run_1/final_placement.png
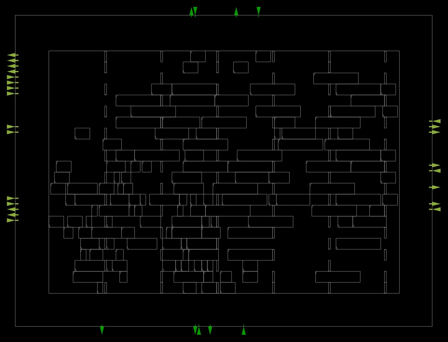
run_1/zoom.png
Bar = 20 um. Window x 1 to 51, y 0 to 50 um. Cells in gray, sequential cells in the stronger gray; small squares are vias.
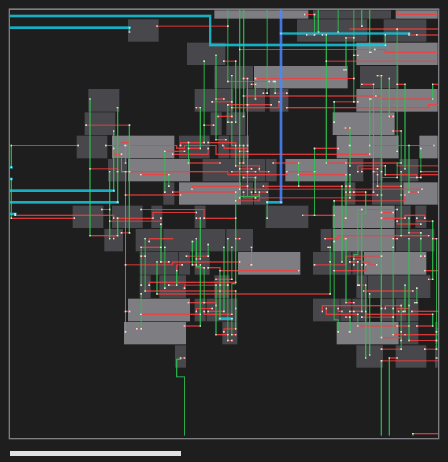
run_1/wire_density.png
Bar = 20 um. 21 x 15 tiles, from black (low) to pale yellow (high), scaled to the fullest tile. Values are wire area over tile area, all layers added.
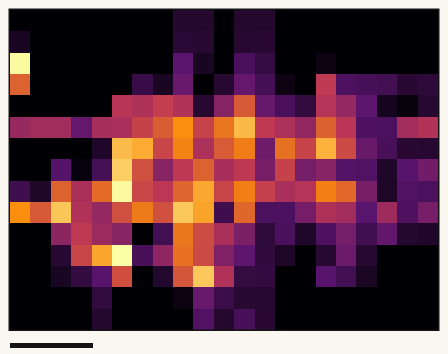
run_1/registers.png
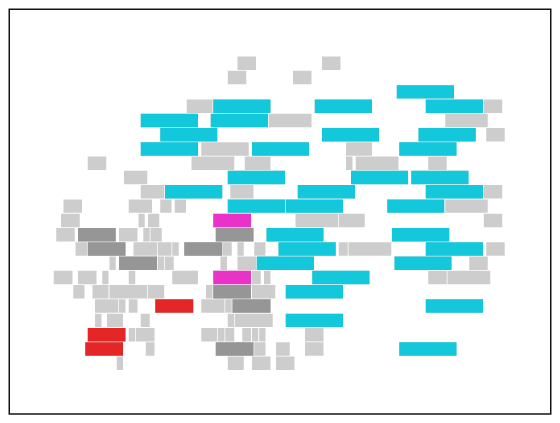
File: src/rtl/dpram_rd_streamer_pkg.sv
// Shared widths, latencies and the response record for the dual-port RAM read streamer.
// Optional feature macro: RD_TAG_EN adds the request address as a tag beside the read data.
package dpram_rd_streamer_pkg;

    localparam int DATA_WIDTH      = 8;
    localparam int MEM_DEPTH       = 16;
    localparam int ADDR_WIDTH      = $clog2(MEM_DEPTH);
    localparam int RD_LATENCYA     = 1;
    localparam int RD_LATENCYB     = 1;
    localparam int RESP_FIFO_DEPTH = 4;

    typedef logic [DATA_WIDTH-1:0] data_t;
    typedef logic [ADDR_WIDTH-1:0] addr_t;

    typedef struct packed {
`ifdef RD_TAG_EN
        addr_t tag;
`endif
        data_t data;
    } rd_resp_t;

    // A one-entry FIFO still needs a one-bit pointer.
    function automatic int ptr_width(input int depth);
        return (depth > 1) ? $clog2(depth) : 1;
    endfunction

endpackage

File: src/rtl/dpram_rd_streamer_if.sv
// Request, RAM-port and response signals of the read streamer bundled as one interface.
// Optional feature macro: RD_TAG_EN adds o_rd_tag.
interface dpram_rd_streamer_if #(
    parameter int DATA_WIDTH = dpram_rd_streamer_pkg::DATA_WIDTH,
    parameter int ADDR_WIDTH = dpram_rd_streamer_pkg::ADDR_WIDTH
);

    logic                  i_req_valid;
    logic [ADDR_WIDTH-1:0] i_req_addr;
    logic                  o_req_ready;
    logic                  o_ram_en;
    logic                  o_ram_we;
    logic [ADDR_WIDTH-1:0] o_ram_addr;
    logic [DATA_WIDTH-1:0] i_ram_dout;
    logic                  o_rd_valid;
    logic [DATA_WIDTH-1:0] o_rd_data;
    logic                  i_rd_ready;
`ifdef RD_TAG_EN
    logic [ADDR_WIDTH-1:0] o_rd_tag;
`endif

    // The streamer itself.
    modport slave (
        input  i_req_valid, i_req_addr, i_ram_dout, i_rd_ready,
        output o_req_ready, o_ram_en, o_ram_we, o_ram_addr, o_rd_valid, o_rd_data
`ifdef RD_TAG_EN
        , output o_rd_tag
`endif
    );

    // Requester, RAM port and consumer around the streamer.
    modport master (
        output i_req_valid, i_req_addr, i_ram_dout, i_rd_ready,
        input  o_req_ready, o_ram_en, o_ram_we, o_ram_addr, o_rd_valid, o_rd_data
`ifdef RD_TAG_EN
        , input o_rd_tag
`endif
    );

endinterface

File: src/rtl/dpram_rd_streamer_rd_resp_fifo.sv
// Show-ahead synchronous FIFO holding read responses until the consumer takes them.
// Optional feature macro: RD_TAG_EN widens each entry by the tag field of rd_resp_t.
module rd_resp_fifo
    import dpram_rd_streamer_pkg::*;
#(
    parameter int DEPTH = RESP_FIFO_DEPTH
) (
    input  logic     i_clka,
    input  logic     i_rsta,
    input  logic     i_wr_en,
    input  rd_resp_t i_wr_data,
    input  logic     i_rd_en,
    output rd_resp_t o_rd_data,
    output logic     o_empty,
    output logic     o_full
);

    localparam int PTR_W = ptr_width(DEPTH);
    localparam int CNT_W = $clog2(DEPTH + 1);

    typedef logic [PTR_W-1:0] ptr_t;
    typedef logic [CNT_W-1:0] cnt_t;

    rd_resp_t mem_q [DEPTH];
    ptr_t     wr_ptr_q, wr_ptr_d;
    ptr_t     rd_ptr_q, rd_ptr_d;
    cnt_t     count_q, count_d;

    function automatic ptr_t next_ptr(input ptr_t p);
        return (p == ptr_t'(DEPTH - 1)) ? '0 : p + ptr_t'(1);
    endfunction

    // NOTE: every always_comb output gets its default first, so no path can infer a latch.
    always_comb begin
        wr_ptr_d = wr_ptr_q;
        rd_ptr_d = rd_ptr_q;
        count_d  = count_q;
        if (i_wr_en) wr_ptr_d = next_ptr(wr_ptr_q);
        if (i_rd_en) rd_ptr_d = next_ptr(rd_ptr_q);
        unique case ({i_wr_en, i_rd_en})
            2'b10:   count_d = count_q + cnt_t'(1);
            2'b01:   count_d = count_q - cnt_t'(1);
            default: count_d = count_q;
        endcase
    end

    // NOTE: sequential state uses non-blocking assignments so every flop samples pre-edge values.
    always_ff @(posedge i_clka) begin
        if (i_rsta) begin
            wr_ptr_q <= '0;
            rd_ptr_q <= '0;
            count_q  <= '0;
        end else begin
            wr_ptr_q <= wr_ptr_d;
            rd_ptr_q <= rd_ptr_d;
            count_q  <= count_d;
        end
    end

    // NOTE: storage is not reset; pointers and occupancy alone decide which entries are live.
    always_ff @(posedge i_clka) begin
        if (i_wr_en) mem_q[wr_ptr_q] <= i_wr_data;
    end

    assign o_rd_data = mem_q[rd_ptr_q];
    assign o_empty   = (count_q == '0);
    assign o_full    = (count_q == cnt_t'(DEPTH));

    a_no_overflow:  assert property (@(posedge i_clka) disable iff (i_rsta)
                                     !(i_wr_en && o_full && !i_rd_en));
    a_no_underflow: assert property (@(posedge i_clka) disable iff (i_rsta)
                                     !(i_rd_en && o_empty));

endmodule

File: src/rtl/dpram_rd_streamer.sv
// Credit-based read front-end for one RAM port: issues reads, tracks them across the RAM latency
// and returns data as a backpressurable stream. Optional feature macro: RD_TAG_EN (adds o_rd_tag).
module dpram_rd_streamer #(
    parameter int DATA_WIDTH = dpram_rd_streamer_pkg::DATA_WIDTH,
    parameter int ADDR_WIDTH = dpram_rd_streamer_pkg::ADDR_WIDTH,
    parameter int RD_LATENCY = dpram_rd_streamer_pkg::RD_LATENCYA,
    parameter int FIFO_DEPTH = dpram_rd_streamer_pkg::RESP_FIFO_DEPTH
) (
    input logic                i_clka,
    input logic                i_rsta,
    dpram_rd_streamer_if.slave bus
);

    import dpram_rd_streamer_pkg::*;

    localparam int CRED_W = $clog2(FIFO_DEPTH + 1);

    typedef logic [CRED_W-1:0] cred_t;

    logic [ADDR_WIDTH-1:0] req_addr;
    logic [DATA_WIDTH-1:0] ram_dout;
    logic                  req_ready;
    logic                  accept;
    logic                  pop;

    cred_t                 credits_q, credits_d;
    logic [RD_LATENCY-1:0] inflight_q, inflight_d;
    logic [RD_LATENCY:0]   inflight_shift;

    rd_resp_t              fifo_wr_data;
    rd_resp_t              fifo_head;
    logic                  fifo_wr_en;
    logic                  fifo_empty;
    logic                  fifo_full;
    logic                  fifo_valid;

    assign req_addr  = bus.i_req_addr;
    assign ram_dout  = bus.i_ram_dout;
    assign req_ready = (credits_q != '0) && !i_rsta;
    assign accept    = bus.i_req_valid && req_ready;
    assign fifo_valid = !fifo_empty;
    assign pop       = fifo_valid && bus.i_rd_ready;

    // One credit per FIFO slot: a read is issued only if its response is guaranteed a place.
    always_comb begin
        credits_d = credits_q;
        unique case ({accept, pop})
            2'b10:   credits_d = credits_q - cred_t'(1);
            2'b01:   credits_d = credits_q + cred_t'(1);
            default: credits_d = credits_q;
        endcase
    end

    always_comb begin
        inflight_shift = {inflight_q, accept};
        inflight_d     = inflight_shift[RD_LATENCY-1:0];
    end

    assign fifo_wr_en = inflight_q[RD_LATENCY-1];

    always_ff @(posedge i_clka) begin
        if (i_rsta) begin
            credits_q  <= cred_t'(FIFO_DEPTH);
            inflight_q <= '0;
        end else begin
            credits_q  <= credits_d;
            inflight_q <= inflight_d;
        end
    end

`ifdef RD_TAG_EN
    logic [ADDR_WIDTH-1:0] tag_pipe_q [RD_LATENCY];
    logic [ADDR_WIDTH-1:0] tag_pipe_d [RD_LATENCY];

    // The address shifts beside the in-flight bit so it meets its data at the FIFO write.
    always_comb begin
        tag_pipe_d[0] = req_addr;
        for (int i = 1; i < RD_LATENCY; i++) tag_pipe_d[i] = tag_pipe_q[i-1];
    end

    always_ff @(posedge i_clka) begin
        if (i_rsta) begin
            for (int i = 0; i < RD_LATENCY; i++) tag_pipe_q[i] <= '0;
        end else begin
            for (int i = 0; i < RD_LATENCY; i++) tag_pipe_q[i] <= tag_pipe_d[i];
        end
    end
`endif

    always_comb begin
        fifo_wr_data      = '0;
        fifo_wr_data.data = ram_dout;
`ifdef RD_TAG_EN
        fifo_wr_data.tag  = tag_pipe_q[RD_LATENCY-1];
`endif
    end

    rd_resp_fifo #(
        .DEPTH (FIFO_DEPTH)
    ) u_rd_resp_fifo (
        .i_clka    (i_clka),
        .i_rsta    (i_rsta),
        .i_wr_en   (fifo_wr_en),
        .i_wr_data (fifo_wr_data),
        .i_rd_en   (pop),
        .o_rd_data (fifo_head),
        .o_empty   (fifo_empty),
        .o_full    (fifo_full)
    );

    assign bus.o_req_ready = req_ready;
    assign bus.o_ram_en    = accept;
    assign bus.o_ram_we    = 1'b0;
    assign bus.o_ram_addr  = req_addr;
    assign bus.o_rd_valid  = fifo_valid;
    assign bus.o_rd_data   = fifo_head.data;
`ifdef RD_TAG_EN
    assign bus.o_rd_tag    = fifo_valid ? fifo_head.tag : '0;
`endif

    a_credit_bound: assert property (@(posedge i_clka) disable iff (i_rsta)
                                     credits_q <= cred_t'(FIFO_DEPTH));
    a_full_no_credit: assert property (@(posedge i_clka) disable iff (i_rsta)
                                       fifo_full |-> (credits_q == '0));

endmodule
File: src/flat_wrapper.sv
// flat-port wrapper written by rule: the top's interface ports become plain ports
module dpram_rd_streamer_flat import dpram_rd_streamer_pkg::*;
#(
    parameter int DATA_WIDTH = dpram_rd_streamer_pkg::DATA_WIDTH,
    parameter int ADDR_WIDTH = dpram_rd_streamer_pkg::ADDR_WIDTH,
    parameter int RD_LATENCY = dpram_rd_streamer_pkg::RD_LATENCYA,
    parameter int FIFO_DEPTH = dpram_rd_streamer_pkg::RESP_FIFO_DEPTH
)
  (i_clka, i_rsta, bus_i_req_valid, bus_i_req_addr, bus_i_ram_dout, bus_i_rd_ready, bus_o_req_ready, bus_o_ram_en, bus_o_ram_we, bus_o_ram_addr, bus_o_rd_valid, bus_o_rd_data);
  dpram_rd_streamer_if #(.DATA_WIDTH(DATA_WIDTH), .ADDR_WIDTH(ADDR_WIDTH)) bus_i ();
  input logic i_clka;
  input logic i_rsta;
  input wire logic [$bits(bus_i.i_req_valid)-1:0] bus_i_req_valid;
  input wire logic [$bits(bus_i.i_req_addr)-1:0] bus_i_req_addr;
  input wire logic [$bits(bus_i.i_ram_dout)-1:0] bus_i_ram_dout;
  input wire logic [$bits(bus_i.i_rd_ready)-1:0] bus_i_rd_ready;
  output wire logic [$bits(bus_i.o_req_ready)-1:0] bus_o_req_ready;
  output wire logic [$bits(bus_i.o_ram_en)-1:0] bus_o_ram_en;
  output wire logic [$bits(bus_i.o_ram_we)-1:0] bus_o_ram_we;
  output wire logic [$bits(bus_i.o_ram_addr)-1:0] bus_o_ram_addr;
  output wire logic [$bits(bus_i.o_rd_valid)-1:0] bus_o_rd_valid;
  output wire logic [$bits(bus_i.o_rd_data)-1:0] bus_o_rd_data;
  assign bus_i.i_req_valid = bus_i_req_valid;
  assign bus_i.i_req_addr = bus_i_req_addr;
  assign bus_i.i_ram_dout = bus_i_ram_dout;
  assign bus_i.i_rd_ready = bus_i_rd_ready;
  assign bus_o_req_ready = bus_i.o_req_ready;
  assign bus_o_ram_en = bus_i.o_ram_en;
  assign bus_o_ram_we = bus_i.o_ram_we;
  assign bus_o_ram_addr = bus_i.o_ram_addr;
  assign bus_o_rd_valid = bus_i.o_rd_valid;
  assign bus_o_rd_data = bus_i.o_rd_data;
  dpram_rd_streamer #(.DATA_WIDTH(DATA_WIDTH), .ADDR_WIDTH(ADDR_WIDTH), .RD_LATENCY(RD_LATENCY), .FIFO_DEPTH(FIFO_DEPTH)) u_core (.i_clka(i_clka), .i_rsta(i_rsta), .bus(bus_i));
endmodule
File: config.mk
export PLATFORM = sky130hd
export DESIGN_NAME = dpram_rd_streamer_flat
export DESIGN_NICKNAME = d
export VERILOG_FILES = /design/src/rtl/dpram_rd_streamer_pkg.sv /design/src/rtl/dpram_rd_streamer_if.sv /design/src/rtl/dpram_rd_streamer_rd_resp_fifo.sv /design/src/rtl/dpram_rd_streamer.sv /design/src/flat_wrapper.sv
export SDC_FILE = /design/constraint.sdc
export NUM_CORES = 1
export LEC_CHECK = 0
export CORE_ASPECT_RATIO = 0.7
export CORE_MARGIN = 8
export CORE_UTILIZATION = 35
export CTS_CLUSTER_SIZE = 25
export DETAILED_ROUTE_END_ITERATION = 6
export PLACE_DENSITY = 0.61
export RECOVER_POWER = 25
export SYNTH_ARGS = -nofsm -noshare
export SYNTH_HDL_FRONTEND = slang
export SYNTH_SLANG_ARGS = --single-unit
File: constraint.sdc
create_clock -name i_clka -period 5.28 [get_ports i_clka]
set_input_delay 1.584 -clock i_clka [delete_from_list [all_inputs] [get_ports i_clka]]
set_output_delay 1.584 -clock i_clka [all_outputs]
set_load 0.02 [all_outputs]
==> results.txt, run 1 <==
Average cell area after synthesis = 15.80 um2
Combinational Area = 544.3 um2
Maximum number of pins on one net before global-route repair = 15
Post-synthesis instance total = 117
Synthesized flop and latch total = 45
Skew-Pair Late Insertion Delay = 0.29 ns
Detailed-route wire length on metal 1 = 1.365 mm
Tally of unique sky130hd cells used after synthesis = 22
Type of the tightest min-delay check = reg2reg
H-Tree Level Count = 2
Number of design rule violations left after detail routing = 0
Most common cell after layout, fill and taps aside = edfxtp_1
Uppermost layer routed = met4
Static Leakage = 0.7614 nW
Core area = 5175 um2
First-pass iteration count of the detailed router = 4
Initial core utilization = 35.71%
TritonCTS Buffers = 5
CTS tree = yes
VDD IR max = 0.1775 mV
Number of inserted diodes = 0
Crit-path cells = clkdlybuf4s50_1 > nor2_1 > and2_1 > clkdlybuf4s50_1
RePlAce Congestion = 0.6545
Share of synthesized area occupied by flip-flops and latches = 66.08%
Worst Path Arrival = 3.28 ns
Routed met2 length = 1.546 mm
First DRT Iteration DRCs = 38
Crit. End Element = output pin
Tightest Pin Transition = 0.6602 ns
Setup repair after global routing missed its margin = no
Clock period minus worst slack = 4.861 ns
Number of antenna violations at the first check in global routing = 0
Die extent in x = 102.9 um
Clock root buffer = clkbuf_8
Power density over the cells = 437.6 nW/um2
Number of input and output port buffers inserted = 22
Tool warnings = 29
Most frequent cells in the layout = edfxtp_1, clkdlybuf4s50_1, dfxtp_1
Fraction of final layout cells sized beyond drive strength 1 = 12.23%
Yosys stat cell total = 117
Clock edge transition at the registers on the reported setup and hold paths = 0.08 ns
CP startpoint kind = input pin
Data required time at the worst endpoint = 3.70 ns
Post-synthesis cell type with the largest combined area = edfxtp_1
Worst setup path category = in2out
Aggregate global routing overflow = 0
Max-slew headroom at the worst pin = 55.96%
Area taken by flip-flops and latches = 1221 um2
Worst clock skew on the final layout = 0.009505 ns
Status = completed
Met3 wirelength from detailed routing = 202 um
-- final_placement.png (at the start) --
final sequential cell count: 45
register share of the cell area: 55.30%

-- zoom.png (at the start) --
legend:
  met4:
    color: blue
  met3:
    color: cyan
  met2:
    color: green
  met1:
    color: red
netlist names of flops here include: u_core.credits_q (3), u_core.u_rd_resp_fifo.count_q (3), u_core.u_rd_resp_fifo.mem_q (3)
most frequent: dfxtp_1 (13), nor2_1 (9), inv_1 (8)
sequential cells in the window: 16
cells with their middle in the window: 81

-- wire_density.png (at the start) --
fullest tile: 0.27
densest ninth of the die: center
nearly empty tiles: 36%
tiles over half the peak: 19%
emptiest ninth of the die: south-east
per-cell routed wire length: 14.98 um
DR vias: 962
Routed Wire Length: 3.161 mm
global-route usage over all layers: 8.838%

-- registers.png (at the start) --
legend:
  u_core.u_rd_resp_fifo.mem_q:
    color: cyan
    flops: 32
  u_core.u_rd_resp_fifo.rd_ptr_q:
    color: magenta
    flops: 2
  u_core.credits_q:
    color: red
    flops: 3
not colored: 8

==> run 1: metal layers <==
| metal | global-route usage, % | vias to the layer above |
|---|---|---|
| met5 | 0 | - |
| met4 | 4.029 | 0 |
| met3 | 3.427 | 9 |
| met2 | 14.42 | 24 |
| met1 | 9.918 | 472 |
| li1 | - | 457 |
==> run 1: worst paths after layout <==
path,endpoint,cells past startpoint,from,slack (ns)
max reg2reg,u_core.credits_q[2]$_SDFFE_PP1P_,9,u_core.credits_q[0]$_SDFFE_PP0P_,3.16
min,flop,2,u_core.u_rd_resp_fifo.rd_ptr_q[0]$_SDFFE_PP0P_,0.48
max,bus_o_ram_en,4,i_rsta,0.42
min reg2reg,flop,2,u_core.u_rd_resp_fifo.rd_ptr_q[0]$_SDFFE_PP0P_,0.48
==> run 1: critical path, delay by kind of cell <==
family	cells	cell delay [ns]
buffers and inverters	2	1.21
and+or+nand+nor	2	0.48
==> run 1: metrics by stage <==
stage	utilization (%)	worst slack, ns	cell area, um2	cells	total power [mW]
floorplan	-	1.443	1848	117	0.6525
CTS	42.67	0.4108	2208	211	0.9843
global route	42.67	0.2995	2208	211	1.026
global placement	40.69	0.5214	2106	203	0.7357
detailed placement	40.69	0.4306	2106	203	0.7506
finish	42.67	0.4189	2208	211	0.9665
==> run 1: where the power goes <==
group	internal, mW	leakage, nW	switching [mW]
clock	0.121	0.0534	0.109
sequential	0.416	0.397	0.0415
combinational	0.147	0.311	0.131
==> run 1: synthesized netlist by cell type (all sizes together) <==
library cell,instances
nor3,2
ha,7
fa,2
o21ai,2
dfxtp,13
a21oi,4
mux2i,3
nor3b,1
inv,8
nand2,2
or3b,1
conb,1
xor2,4
clkbuf,2
o31ai,1
and2,6
nor2,9
buf,6
edfxtp,32
or3,3
mux4,8
==> run 1: area by class of cell <==
type | instances | share of cell area (%)
Multi-Input combinational cell | 56 | 24.65
Timing Repair Buffer | 22 | 9.972
Clock buffer | 7 | 4.419
Sequential cell | 45 | 55.30
Inverter | 8 | 1.360
Tap cell | 72 | 4.079
Clock inverter | 1 | 0.2266
==> run 1: cell families after synthesis <==
group / share of synthesized area (%)
simple gates: 6.771
xor+xnor: 1.896
mux: 11.37
buf+inv: 4.469
compound gates: 2.302
flops: 66.08
other cells: 0.2029
fa+ha+maj: 6.906
==> run 1: flip-flops by register name, indices dropped and copies added (netlist names), named ones only <==
name                            cells
u_core.u_rd_resp_fifo.wr_ptr_q      2
u_core.fifo_wr_en                   1
u_core.credits_q                    3
u_core.u_rd_resp_fifo.count_q       3
u_core.u_rd_resp_fifo.rd_ptr_q      2
u_core.u_rd_resp_fifo.mem_q        32
--- run 2 (diff from run 1) ---
ABC_AREA = 1   (was default)
ABC_CLOCK_PERIOD_IN_PS = 5280   (was default)
CORE_UTILIZATION = 51   (was 35)
PLACE_DENSITY = 0.81   (was 0.61)
==> run 2 against run 1 <==
Combinational power grew 49%; via count grew 31%; wire length grew 13%; sequential share of layout area shrank 0.19 points; non-clock buffer count is the same; sequential power grew 2%; hold slack lost 0.010 ns; clock power shrank 13%; synthesized area grew 3.5%.
==> results.txt, run 2 <==
Number of input and output port buffers inserted = 22 (unchanged)
Tightest Pin Transition = 0.5537 ns (-0.1065 ns)
Number of buffers inserted by hold repair at cts = 0
Power after layout = 1.084 mW (+12%)
Initial core utilization = 53.76% (+18 points)
First DRT Iteration DRCs = 97 (+160%)
Area of placed instances = 2136 um2 (+1.4%)
Estimated wirelength of the detail-placed design = 2.608 mm
Yosys stat cell total = 173 (+48%)
Fraction of power spent switching nets = 36.31% (+7.1 points)
Data required time at the worst endpoint = 3.70 ns (about the same)
Type of the tightest min-delay check = reg2reg
Maximum number of pins on one net before global-route repair = 18 (+3)
Number of antenna violations at the first check in global routing = 0 (unchanged)
RePlAce Congestion = 0.7795 (+19%)
Maximum fanout encountered on the critical timing path = 3
Max FFs per register = 32 (unchanged)
Post-synthesis instance total = 173 (+48%)
Share of synthesized area occupied by flip-flops and latches = 63.83% (-2.2 points)
Per-cell routed wire length = 14.54 um (-3.0%)
Crit. End Element = output pin
Clock edge transition at the registers on the reported setup and hold paths = 0.07 ns (about the same)
Worst Path Arrival = 2.99 ns (-0.29 ns)
Aggregate global routing overflow = 0 (unchanged)
Top cell type by instance count after synthesis = edfxtp_1
First-pass iteration count of the detailed router = 4 (unchanged)
Synthesized flop and latch total = 45 (unchanged)
Reg-to-reg endpoint = u_core.credits_q[1]$_SDFFE_PP0P_
Tally of unique sky130hd cells used after synthesis = 22 (unchanged)
Async set-reset flop share out of synthesis = 0% (unchanged)
Worst hold path depth = 2 (unchanged)
Number of cells on the worst reg-to-reg path = 8 (-1)
Most frequent cells in the layout = edfxtp_1, inv_1, clkdlybuf4s50_1
Top cell family by delay on the critical path = buffers and inverters
Worst clock skew on the final layout = 0.003955 ns (-0.005550 ns)
Post-synthesis cell type with the largest combined area = edfxtp_1
Fraction of final layout cells sized beyond drive strength 1 = 5.102% (-7.1 points)
Proportion of power drawn by the clock network = 18.4% (-5.4 points)
Number of inserted diodes = 0 (unchanged)
Setup repair after global routing missed its margin = no
Endpoint of the worst hold path = u_core.credits_q[2]$_SDFFE_PP1P_
VDD IR max = 0.2359 mV (+33%)
CP startpoint kind = input pin
Switch Pwr = 0.3938 mW (+40%)
Proportion of power drawn by flip-flops and latches = 43.2% (-4.1 points)
Final instance area = 2216 um2 (+0.34%)
Combinational power share = 38.4% (+9.6 points)
Quantity of gates resized following cts = 0
Max-slew headroom at the worst pin = 63.03% (+7.1 points)
Tool warnings = 29 (unchanged)
CTS tree = yes
Most common flop cell mapped by yosys = edfxtp_1
Worst setup path category = in2out
Clock period minus worst slack = 4.575 ns (-0.2859 ns)
Number of design rule violations left after detail routing = 0 (unchanged)
Total buffers and inverters traversed by the critical path = 3 (+1)
R2r setup slk = 3.41 ns (+0.25 ns)
Most common cell after layout, fill and taps aside = edfxtp_1
Skew-Pair Late Insertion Delay = 0.30 ns (about the same)
Crit-path cells = clkdlybuf4s50_1 > a31oi_1 > nand2_1 > inv_1 > clkdlybuf4s50_1
H-Tree Level Count = 2 (unchanged)
Int Pwr = 0.6907 mW (+0.91%)
Routed Wire Length = 3.576 mm (+13%)
Average cell area after synthesis = 11.06 um2 (-30%)
Startpoint of the most critical hold path = u_core.credits_q[2]$_SDFFE_PP1P_
TritonCTS Buffers = 5 (unchanged)
Static Leakage = 0.8781 nW (+15%)
Core area = 3558 um2 (-31%)
Clock root buffer = clkbuf_8
Die extent in x = 89.21 um (-13%)
R2R Path Start = u_core.credits_q[0]$_SDFFE_PP0P_
Status = completed
Top Registers = u_core.u_rd_resp_fifo.mem_q: 32 flops, u_core.credits_q: 3 flops, u_core.u_rd_resp_fifo.count_q: 3 flops
Number of flops mapped to enable cells by yosys = 32 (unchanged)
Maximum operating frequency = 0.2186 GHz
Power density over the cells = 489.4 nW/um2 (+12%)
## run 2: cell types whose count changed after synthesis, moves of 6 or more
cell     delta
inv_1      +18
and2_1      -6
o22ai_1     +8
o21ai_0    +15
nor2_1     +12
mux4_2      -8
nand2_1    +15
## run 2: kinds of logic (layout without fill, tap and decap cells)
| family | count (synthesis) | count (layout) | synth area share [%] |
|---|---|---|---|
| adders and majority gates | 9 | 9 | 6.671 |
| and+or+nand+nor | 47 | 47 | 10.20 |
| DFF | 45 | 45 | 63.83 |
| other | 1 | 1 | 0.1960 |
| AOI/OAI and AO/OA | 37 | 37 | 10.66 |
| buffers and inverters | 34 | 57 | 8.437 |
## run 2: power by group through the flow
stage	sequential, mW	combinational (mW)	clock, mW
CTS	0.467	0.419	0.203
detailed placement	0.475	0.414	0
global route	0.473	0.463	0.219
global placement	0.469	0.389	0
finish	0.468	0.417	0.200
floorplan	0.456	0.281	0
## run 2: how the worst max path moves through the flow
stage | start | endpoint | slack [ns] | depth (start not counted)
floorplan | i_rsta | bus_o_ram_en | 1.35 | 3
global placement | i_rsta | bus_o_ram_en | 0.73 | 5
detailed placement | i_rsta | bus_o_ram_en | 0.70 | 5
CTS | i_rsta | bus_o_ram_en | 0.71 | 5
global route | i_rsta | bus_o_ram_en | 0.59 | 5
finish | i_rsta | bus_o_ram_en | 0.70 | 5
## run 2: worst register-to-register path: cells and delay by family (launching register included)
kind / cells / cell delay, ns
buf+inv: 2 / 0.18
compound gates: 3 / 0.43
flops: 1 / 0.37
simple gates: 1 / 0.12
fa+ha+maj: 2 / 0.67
## run 2: cell type report
type                       count  area, um2
tap                           50      62.56
timing repair buffer          22      220.2
multi-input combinational     94      530.5
clock buffer                   8      80.08
fill                         269       1343
inverter                      27      101.3
sequential                    45       1221
## run 2: routing by layer
metal	vias to the layer above	part of all wire [%]	track usage [%]
met5	-	0	0
met4	0	2.7	9.485
met3	10	6.5	3.758
met2	41	51	22.84
met1	587	40	13.45
li1	625	-	-
## run 2: stage by stage
step | utilization, % | instances | hold WS, ns | setup WS (ns)
2_1_floorplan | - | 173 | 0.4289 | 1.354
3_3_place_gp | 60.02 | 238 | 0.4421 | 0.7276
3_5_place_dp | 60.02 | 238 | 0.4541 | 0.6994
4_1_cts | 62.27 | 246 | 0.4729 | 0.7071
5_1_grt | 62.27 | 246 | 0.5123 | 0.5863
6_report | 62.27 | 246 | 0.4741 | 0.7048
run_2/wire_density.png
Bar = 20 um. 18 x 13 tiles, from black (low) to pale yellow (high), scaled to the fullest tile. Values are wire area over tile area, all layers added.
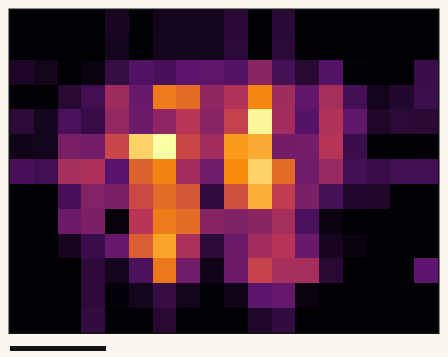
DR vias: 1263
global-route usage over all layers: 13.10%

--- run 3 (diff from run 2) ---
SETUP_SLACK_MARGIN = 0.05   (was default)
==> run 3 against run 2 <==
Combinational power barely moved; cell area did not move; hold slack did not move; die size did not move; sequential power barely moved.
==> results.txt, run 3 <==
Max-slew headroom at the worst pin = 63.03% (unchanged)
TritonCTS Buffers = 5 (unchanged)
Synthesized flop and latch total = 45 (unchanged)
Initial core utilization = 53.76% (unchanged)
Fraction of final layout cells sized beyond drive strength 1 = 5.102% (unchanged)
Async set-reset flop share out of synthesis = 0% (unchanged)
Worst Path Arrival = 2.99 ns (about the same)
CP startpoint kind = input pin
First-pass iteration count of the detailed router = 4 (unchanged)
Data required time at the worst endpoint = 3.70 ns (about the same)
Combinational power share = 38.4% (about the same)
Most frequent cells in the layout = edfxtp_1, inv_1, clkdlybuf4s50_1
Setup repair after global routing missed its margin = no
Number of input and output port buffers inserted = 22 (unchanged)
Number of flops mapped to enable cells by yosys = 32 (unchanged)
Status = completed
DR vias = 1263 (unchanged)
Skew-Pair Late Insertion Delay = 0.30 ns (about the same)
Estimated wirelength of the detail-placed design = 2.608 mm (unchanged)
Fin cells = 246 (unchanged)
Type of the tightest min-delay check = reg2reg
Yosys stat cell total = 173 (unchanged)
Number of design rule violations left after detail routing = 0 (unchanged)
Met3 wirelength from detailed routing = 233 um (unchanged)
Most common cell after layout, fill and taps aside = edfxtp_1
Power density over the cells = 489.4 nW/um2 (unchanged)
Per-cell routed wire length = 14.54 um (unchanged)
Int Pwr = 0.6907 mW (unchanged)
H-Tree Level Count = 2 (unchanged)
Post-synthesis cell type with the largest combined area = edfxtp_1
Post-synthesis instance total = 173 (unchanged)
Static Leakage = 0.8781 nW (unchanged)
Routed met2 length = 1.816 mm (unchanged)
Top Registers = u_core.u_rd_resp_fifo.mem_q: 32 flops, u_core.credits_q: 3 flops, u_core.u_rd_resp_fifo.count_q: 3 flops
Dpl cells = 238 (unchanged)
RePlAce Congestion = 0.7795 (unchanged)
Uppermost layer routed = met4
Global-route usage over all layers = 13.10% (unchanged)
Top cell type by instance count after synthesis = edfxtp_1
Maximum operating frequency = 0.2186 GHz (unchanged)
Aggregate global routing overflow = 0 (unchanged)
Detailed-route wire length on metal 1 = 1.429 mm (unchanged)
Fraction of power spent switching nets = 36.31% (unchanged)
Number of antenna violations at the first check in global routing = 0 (unchanged)
Maximum number of pins on one net before global-route repair = 18 (unchanged)
Die extent in x = 89.21 um (unchanged)
Tightest Pin Transition = 0.5537 ns (unchanged)
Max FFs per register = 32 (unchanged)
Number of inserted diodes = 0 (unchanged)
Tally of unique sky130hd cells used after synthesis = 22 (unchanged)
Core area = 3558 um2 (unchanged)
Quantity of gates resized following cts = 0 (unchanged)
Clock period minus worst slack = 4.575 ns (unchanged)
Routed Wire Length = 3.576 mm (unchanged)
Proportion of power drawn by flip-flops and latches = 43.2% (about the same)
Clock edge transition at the registers on the reported setup and hold paths = 0.07 ns (about the same)
Switch Pwr = 0.3938 mW (unchanged)
Number of buffers inserted by hold repair at cts = 0 (unchanged)
Tool warnings = 29 (unchanged)
Proportion of power drawn by the clock network = 18.4% (about the same)
## run 3: layout make-up
class / count / area (um2) / area share (%)
Clock buffer: 8 / 80.08 / 3.614
Inverter: 27 / 101.3 / 4.574
Multi-Input combinational cell: 94 / 530.5 / 23.94
Sequential cell: 45 / 1221 / 55.11
Tap cell: 50 / 62.56 / 2.823
Timing Repair Buffer: 22 / 220.2 / 9.938
## run 3: routing by layer
metal | GRT usage (%) | vias up
li1 | - | 625
met3 | 3.758 | 10
met5 | 0 | -
met1 | 13.45 | 587
met4 | 9.485 | 0
met2 | 22.84 | 41
## run 3: per-stage QoR
| stage | area [um2] | hold slack [ns] | power (mW) | utilization [%] | setup slack, ns |
|---|---|---|---|---|---|
| 5_1_grt | 2216 | 0.5123 | 1.155 | 62.27 | 0.5863 |
| 4_1_cts | 2216 | 0.4729 | 1.089 | 62.27 | 0.7071 |
| 3_3_place_gp | 2136 | 0.4421 | 0.8587 | 60.02 | 0.7276 |
| 2_1_floorplan | 1913 | 0.4289 | 0.7369 | - | 1.354 |
| 3_5_place_dp | 2136 | 0.4541 | 0.8881 | 60.02 | 0.6994 |
| 6_report | 2216 | 0.4741 | 1.084 | 62.27 | 0.7048 |
## run 3: path summary, 6_finish.rpt
kind | startpoint | end | slack (ns) | cells after the start
worst min register to register | u_core.credits_q[2]$_SDFFE_PP1P_ | u_core.credits_q[2]$_SDFFE_PP1P_ | 0.47 | 2
worst max-delay path | i_rsta | bus_o_ram_en | 0.70 | 5
worst max register to register | u_core.credits_q[0]$_SDFFE_PP0P_ | u_core.credits_q[1]$_SDFFE_PP0P_ | 3.41 | 8
worst min-delay path | u_core.credits_q[2]$_SDFFE_PP1P_ | u_core.credits_q[2]$_SDFFE_PP1P_ | 0.47 | 2
## run 3: logic make-up after synthesis
family,Yosys count,synth area share [%]
buffers and inverters,34,8.437
adder cells (fa/ha/maj),9,6.671
other,1,0.1960
AND/OR/NAND/NOR,47,10.20
flip-flops,45,63.83
AND-OR/OR-AND,37,10.66
## run 3: critical path: stages
cell and delay (ns):
clkdlybuf4s50_1 0.44, a31oi_1 0.19, nand2_1 0.12, inv_1 0.07, clkdlybuf4s50_1 0.59
## run 3: power groups by stage
stage          Sequential [mW]  Combinational [mW]  Clock [mW]
2_1_floorplan            0.456               0.281           0
3_3_place_gp             0.469               0.389           0
3_5_place_dp             0.475               0.414           0
4_1_cts                  0.467               0.419       0.203
5_1_grt                  0.473               0.463       0.219
6_report                 0.468               0.417       0.200
run_3/final_placement.png
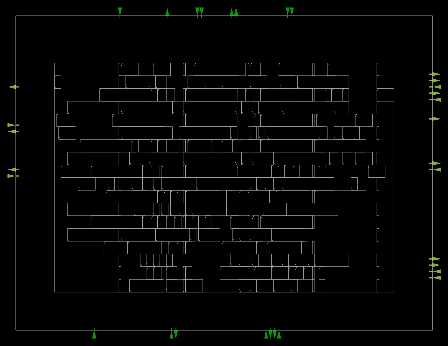
Final Util: 62.27%
register share of the cell area: 55.11%


==> screenshots <==
Cell classes on the final placement.
Fill, decap, tap and diode cells in gray.
image #1
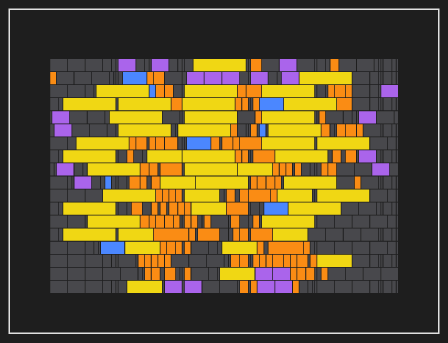
image #2
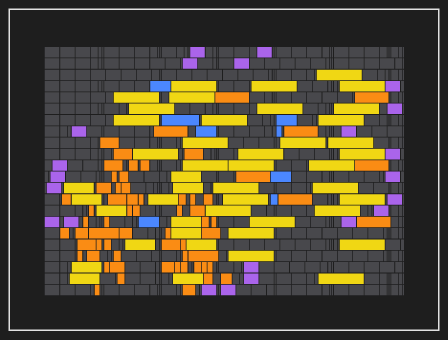
The one with the highest utilization is image #1.
The one with the most cells is image #1.
Image #2 is run 1.
Image #1 is run 3.

Power figures rest on the tool's default switching activity, not on a simulated workload.
